placement.png
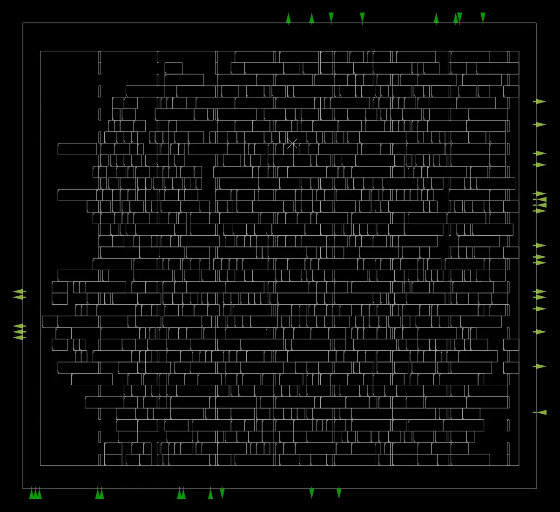
layer_met3.png
(2 px per micron)
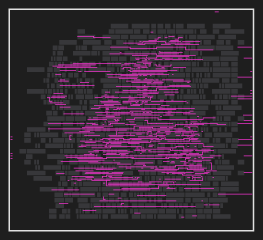
<file path="src/rtl/chip_6502.sv">
// chip_6502 -- cycle-counted subset of the NMOS 6502 core, clocked by the
// FPGA system clock with the 6502 phase clock sampled as a cycle strobe.
// Optional feature: define CHIP_6502_SO_EN to honour the active-low
// set-overflow input (falling edge at a strobe sets V).
module chip_6502 #(
    parameter logic [15:0] RES_VECTOR = 16'hFFFC
) (
    input  logic        clk,
    input  logic        res,
    input  logic        phi,
    input  logic        so,
    input  logic        rdy,
    input  logic        nmi,
    input  logic        irq,
    input  logic [7:0]  dbi,
    output logic [7:0]  dbo,
    output logic        rw,
    output logic        sync,
    output logic [15:0] ab
);

    typedef enum logic [2:0] {
        S_VEC0,   // reading reset vector low byte
        S_VEC1,   // reading reset vector high byte
        S_FETCH,  // opcode fetch
        S_OP1,    // second cycle: operand or dummy read
        S_OP2,    // absolute high byte
        S_OP3,    // absolute data read/write
        S_BR      // taken-branch extra cycle
    } state_t;

    state_t      state;
    logic        phi_q;
    logic        strobe;
    logic        stall;
    logic [7:0]  a_reg;
    logic [7:0]  x_reg;
    logic [7:0]  opcode;
    logic [7:0]  lo;
    logic [15:0] pc;
    logic        flag_n, flag_v, flag_z, flag_c;
    logic [15:0] pc_inc;
    logic [15:0] br_target;
    logic [8:0]  adc_sum;
    logic [7:0]  x_inc;
    logic [7:0]  x_dec;

    assign strobe    = phi & ~phi_q;
    // Only read cycles can be held off; a write cycle always completes.
    assign stall     = ~rdy & rw;
    assign pc_inc    = pc + 16'd1;
    assign br_target = pc_inc + {{8{dbi[7]}}, dbi};
    assign adc_sum   = {1'b0, a_reg} + {1'b0, dbi} + {8'd0, flag_c};
    assign x_inc     = x_reg + 8'd1;
    assign x_dec     = x_reg - 8'd1;

`ifdef CHIP_6502_SO_EN
    logic so_q;
    logic unused_inputs;
    assign unused_inputs = ^{nmi, irq};
`else
    logic unused_inputs;
    assign unused_inputs = ^{nmi, irq, so};
`endif

    // Phase-clock edge detector: phi is registered once per clk.
    always_ff @(posedge clk or negedge res) begin
        // NOTE: sequential state uses non-blocking assignments so every
        // register samples pre-edge values regardless of statement order.
        if (!res) phi_q <= 1'b0;
        else      phi_q <= phi;
    end

    // Bus-cycle sequencer: registered bus outputs and architectural state.
    always_ff @(posedge clk or negedge res) begin
        if (!res) begin
            state  <= S_VEC0;
            ab     <= RES_VECTOR;
            rw     <= 1'b1;
            sync   <= 1'b0;
            dbo    <= 8'h00;
            a_reg  <= 8'h00;
            x_reg  <= 8'h00;
            pc     <= 16'h0000;
            opcode <= 8'h00;
            lo     <= 8'h00;
            flag_n <= 1'b0;
            flag_v <= 1'b0;
            flag_z <= 1'b0;
            flag_c <= 1'b0;
`ifdef CHIP_6502_SO_EN
            so_q   <= 1'b1;
`endif
        end else begin
            if (strobe && !stall) begin
                // Default next cycle is a plain read; arms override as needed.
                rw   <= 1'b1;
                sync <= 1'b0;
                unique case (state)
                    S_VEC0: begin
                        lo    <= dbi;
                        ab    <= RES_VECTOR + 16'd1;
                        state <= S_VEC1;
                    end
                    S_VEC1: begin
                        pc    <= {dbi, lo};
                        ab    <= {dbi, lo};
                        sync  <= 1'b1;
                        state <= S_FETCH;
                    end
                    S_FETCH: begin
                        opcode <= dbi;
                        pc     <= pc_inc;
                        ab     <= pc_inc;
                        state  <= S_OP1;
                    end
                    S_OP1: begin
                        // Implied and unknown opcodes: dummy read done, PC kept.
                        ab    <= pc;
                        sync  <= 1'b1;
                        state <= S_FETCH;
                        case (opcode)
                            8'hA9, 8'hA2, 8'h69: begin
                                pc   <= pc_inc;
                                ab   <= pc_inc;
                                if (opcode == 8'hA9) begin
                                    a_reg  <= dbi;
                                    flag_n <= dbi[7];
                                    flag_z <= (dbi == 8'h00);
                                end else if (opcode == 8'hA2) begin
                                    x_reg  <= dbi;
                                    flag_n <= dbi[7];
                                    flag_z <= (dbi == 8'h00);
                                end else begin
                                    a_reg  <= adc_sum[7:0];
                                    flag_c <= adc_sum[8];
                                    flag_v <= (a_reg[7] == dbi[7]) && (adc_sum[7] != a_reg[7]);
                                    flag_n <= adc_sum[7];
                                    flag_z <= (adc_sum[7:0] == 8'h00);
                                end
                            end
                            8'hAD, 8'h8D, 8'h4C: begin
                                lo    <= dbi;
                                pc    <= pc_inc;
                                ab    <= pc_inc;
                                sync  <= 1'b0;
                                state <= S_OP2;
                            end
                            8'hD0: begin
                                if (!flag_z) begin
                                    // Extra cycle re-reads the next opcode address.
                                    pc    <= br_target;
                                    ab    <= pc_inc;
                                    sync  <= 1'b0;
                                    state <= S_BR;
                                end else begin
                                    pc <= pc_inc;
                                    ab <= pc_inc;
                                end
                            end
                            8'hE8: begin
                                x_reg  <= x_inc;
                                flag_n <= x_inc[7];
                                flag_z <= (x_inc == 8'h00);
                            end
                            8'hCA: begin
                                x_reg  <= x_dec;
                                flag_n <= x_dec[7];
                                flag_z <= (x_dec == 8'h00);
                            end
                            8'h18:   flag_c <= 1'b0;
                            8'h38:   flag_c <= 1'b1;
                            default: ;
                        endcase
                    end
                    S_OP2: begin
                        pc <= pc_inc;
                        if (opcode == 8'h4C) begin
                            pc    <= {dbi, lo};
                            ab    <= {dbi, lo};
                            sync  <= 1'b1;
                            state <= S_FETCH;
                        end else begin
                            ab    <= {dbi, lo};
                            state <= S_OP3;
                            if (opcode == 8'h8D) begin
                                rw  <= 1'b0;
                                dbo <= a_reg;
                            end
                        end
                    end
                    S_OP3: begin
                        if (opcode == 8'hAD) begin
                            a_reg  <= dbi;
                            flag_n <= dbi[7];
                            flag_z <= (dbi == 8'h00);
                        end
                        ab    <= pc;
                        sync  <= 1'b1;
                        state <= S_FETCH;
                    end
                    S_BR: begin
                        ab    <= pc;
                        sync  <= 1'b1;
                        state <= S_FETCH;
                    end
                    default: begin
                        ab    <= RES_VECTOR;
                        state <= S_VEC0;
                    end
                endcase
            end
`ifdef CHIP_6502_SO_EN
            // Set-overflow edge wins over any V update from the instruction.
            if (strobe) begin
                so_q <= so;
                if (so_q && !so) flag_v <= 1'b1;
            end
`endif
        end
    end

endmodule

</file>
<file path="config.mk">
export PLATFORM = sky130hd
export DESIGN_NAME = chip_6502
export DESIGN_NICKNAME = d
export VERILOG_FILES = /design/src/rtl/chip_6502.sv
export SDC_FILE = /design/constraint.sdc
export NUM_CORES = 1
export LEC_CHECK = 0
export CAP_MARGIN = 40
export CORE_ASPECT_RATIO = 0.9
export CORE_MARGIN = 4
export CORE_UTILIZATION = 54
export DETAILED_ROUTE_END_ITERATION = 7
export GPL_ROUTABILITY_DRIVEN = 0
export GPL_TIMING_DRIVEN = 0
export PLACE_DENSITY = 0.83
export SETUP_SLACK_MARGIN = 0.1
export SYNTH_ARGS = -nofsm -noshare
export SYNTH_HDL_FRONTEND = slang
export SYNTH_SLANG_ARGS = --single-unit
</file>
<file path="constraint.sdc">
create_clock -name clk -period 2.5 [get_ports clk]
set_input_delay 0.625 -clock clk [delete_from_list [all_inputs] [get_ports clk]]
set_output_delay 0.625 -clock clk [all_outputs]
set_load 0.005 [all_outputs]
</file>
==> results.yml <==
# synthesis and place-and-route metrics
outcome:
  outcome: "complete, but fails checks"
  violations: "DRC, setup timing"
synthesis:
  ys_area_sq_mm: 0.006248
  syn_inst: 747
  synth.distinct_cells: 73
  edf_count: 0
worst_setup_path:
  path_delay_family: "simple AND/OR/NAND/NOR gates"
  cp-start-kind: "register"
  path_class: "reg2reg"
  cp_slowest_cell: "or4b_1"
  crit_chain: "inv_2, fa_2, fa_2, nor2b_1, o21ai_1, nand2b_1, xor2_1, or4b_1, or4_4, a31oi_1"
global_route:
  grt_use_met3_pct: 10.26
  overflow: 0
  grt.total_usage_pct: 33.09
  grt_busiest_layer: "met2"
  grt_pass1_vias: 6800
cells_and_area:
  layout-drive-gt1-share_pct: 30.55
  lay_top_cells: "74 x nand2_1, 73 x nor2_1, 58 x dfrtp_1, 56 x o21ai_0, 49 x buf_4"
  postLayoutCoreUtil_pct: 74.76
  combGateArea_sq_mm: 0.004602
  final_nets: 894
  fin_area_sq_mm: 0.008284
clocking:
  cts_tree: "yes"
  htreeDepth: 3
  cts_hold_buffers: 0
  clock_sinks: 80
  clk_path_buf_depth: 2
sta:
  tightest_slew_ns: 0.8694
  period_needed_ns: 2.915
  timing.final.ws_setup_ns: -0.4150
  setup_viol: 18
detailed_routing:
  first_iter_violations: 1362
  drc: 1
  drtAntennaViolNets: 0
  via_count: 7144
worst_hold_path:
  min_path_type: "in2async"
floorplan:
  dieHeight_microns: 110.1
  die_x_microns: 121.4
## Picture notes: placement.png
# fillers: 710
Final Non-Filler Cells: 1003
FP Rows: 36

## Picture notes: layer_met3.png
share of all routed wire: 14%
nets with wire on the layer: 239
main direction: horizontal
longest straight run: 50.6 microns
wire length on this layer: 3190 microns

report_power, final:
group / switching [mW] / internal [mW] / total, mW
sequential: 0.572 / 1.85 / 2.43
combinational: 3.44 / 2.62 / 6.06
clock: 0.621 / 0.784 / 1.40
total: 4.63 / 5.26 / 9.89
metrics by stage:
step           power, mW  cells
3_5_place_dp       6.710    937
6_report           9.891   1003
2_1_floorplan      5.438    747
5_1_grt            10.33   1003
4_1_cts            8.995    986
3_3_place_gp       6.519    936
layer usage:
metal / wire length (microns) / share of wire (%)
met3: 3186 / 14
met5: 35 / 0.15
met2: 10010 / 43
met4: 1651 / 7.1
met1: 8494 / 36
Yosys cell counts (all sizes together) (6+ instances only):
library cell  number  area share [%]
a211oi             6            0.80
a21oi             51             4.1
a221oi            17             3.2
a222oi            12             1.9
a31oi             18             2.0
and3               9            0.90
buf               14             1.5
clkbuf            28             1.7
dfrtp             65              26
dfstp             15             6.3
ha                30             6.0
inv               28             1.7
mux2              19             3.4
nand2             83             5.0
nand2b             8             1.1
nand3             21             1.7
nand4              8            0.90
nor2              78             4.7
nor2b             10             1.0
nor3              15             1.4
nor4              10             1.1
o211ai             9             1.1
o21a               8            0.96
o21ai             78             6.4
o22ai              8            0.80
o31ai              6            0.72
xnor2             26             3.6
xor2              11             1.5
logic make-up (layout without fill, tap and decap cells):
logic type	count (synthesis)	in the layout	synth area share (%)
adders and majority gates	34	34	7.129
xor gates and xnor gates	37	37	5.186
buffers and inverters	70	174	4.846
and+or+nand+nor	259	259	20.12
muxes	20	20	3.584
DFF	80	80	32.34
AOI/OAI and AO/OA	247	247	26.79
final cells by class:
class / instances / area share, %
multi-input cells: 597 / 55.55
clock buffers: 9 / 2.719
clock inverters: 7 / 0.9817
inverters: 28 / 1.269
well taps: 152 / 2.296
flip-flops and latches: 80 / 24.50
plain buffers: 42 / 3.066
repair buffers: 88 / 9.621
timing repair:
item                       4_1_cts  5_1_grt
gates resized                  125       59
buffers inserted                33       16
gates cloned                     0        1
setup endpoints to repair       58       66
pin swaps                       47       26
final timing paths:
| kind | depth (start not counted) | to | startpoint | slack [ns] |
|---|---|---|---|---|
| setup / recovery | 10 | flag_z$_DFFE_PN0P_ | flag_c$_DFFE_PN0P_ | -0.42 |
| hold / removal | 1 | dbo[5]$_DFFE_PN0P_ | res | 0.23 |
| setup reg to reg | 10 | flag_z$_DFFE_PN0P_ | flag_c$_DFFE_PN0P_ | -0.42 |
| hold reg to reg | 2 | sync$_DFFE_PN0P_ | sync$_DFFE_PN0P_ | 0.48 |
| max in group asynchronous | 2 | ab[4]$_DFFE_PN1P_ | res | 1.60 |
| min in group clk | 2 | sync$_DFFE_PN0P_ | sync$_DFFE_PN0P_ | 0.48 |
No activity file was given, so power comes from the tool's default toggle rates.
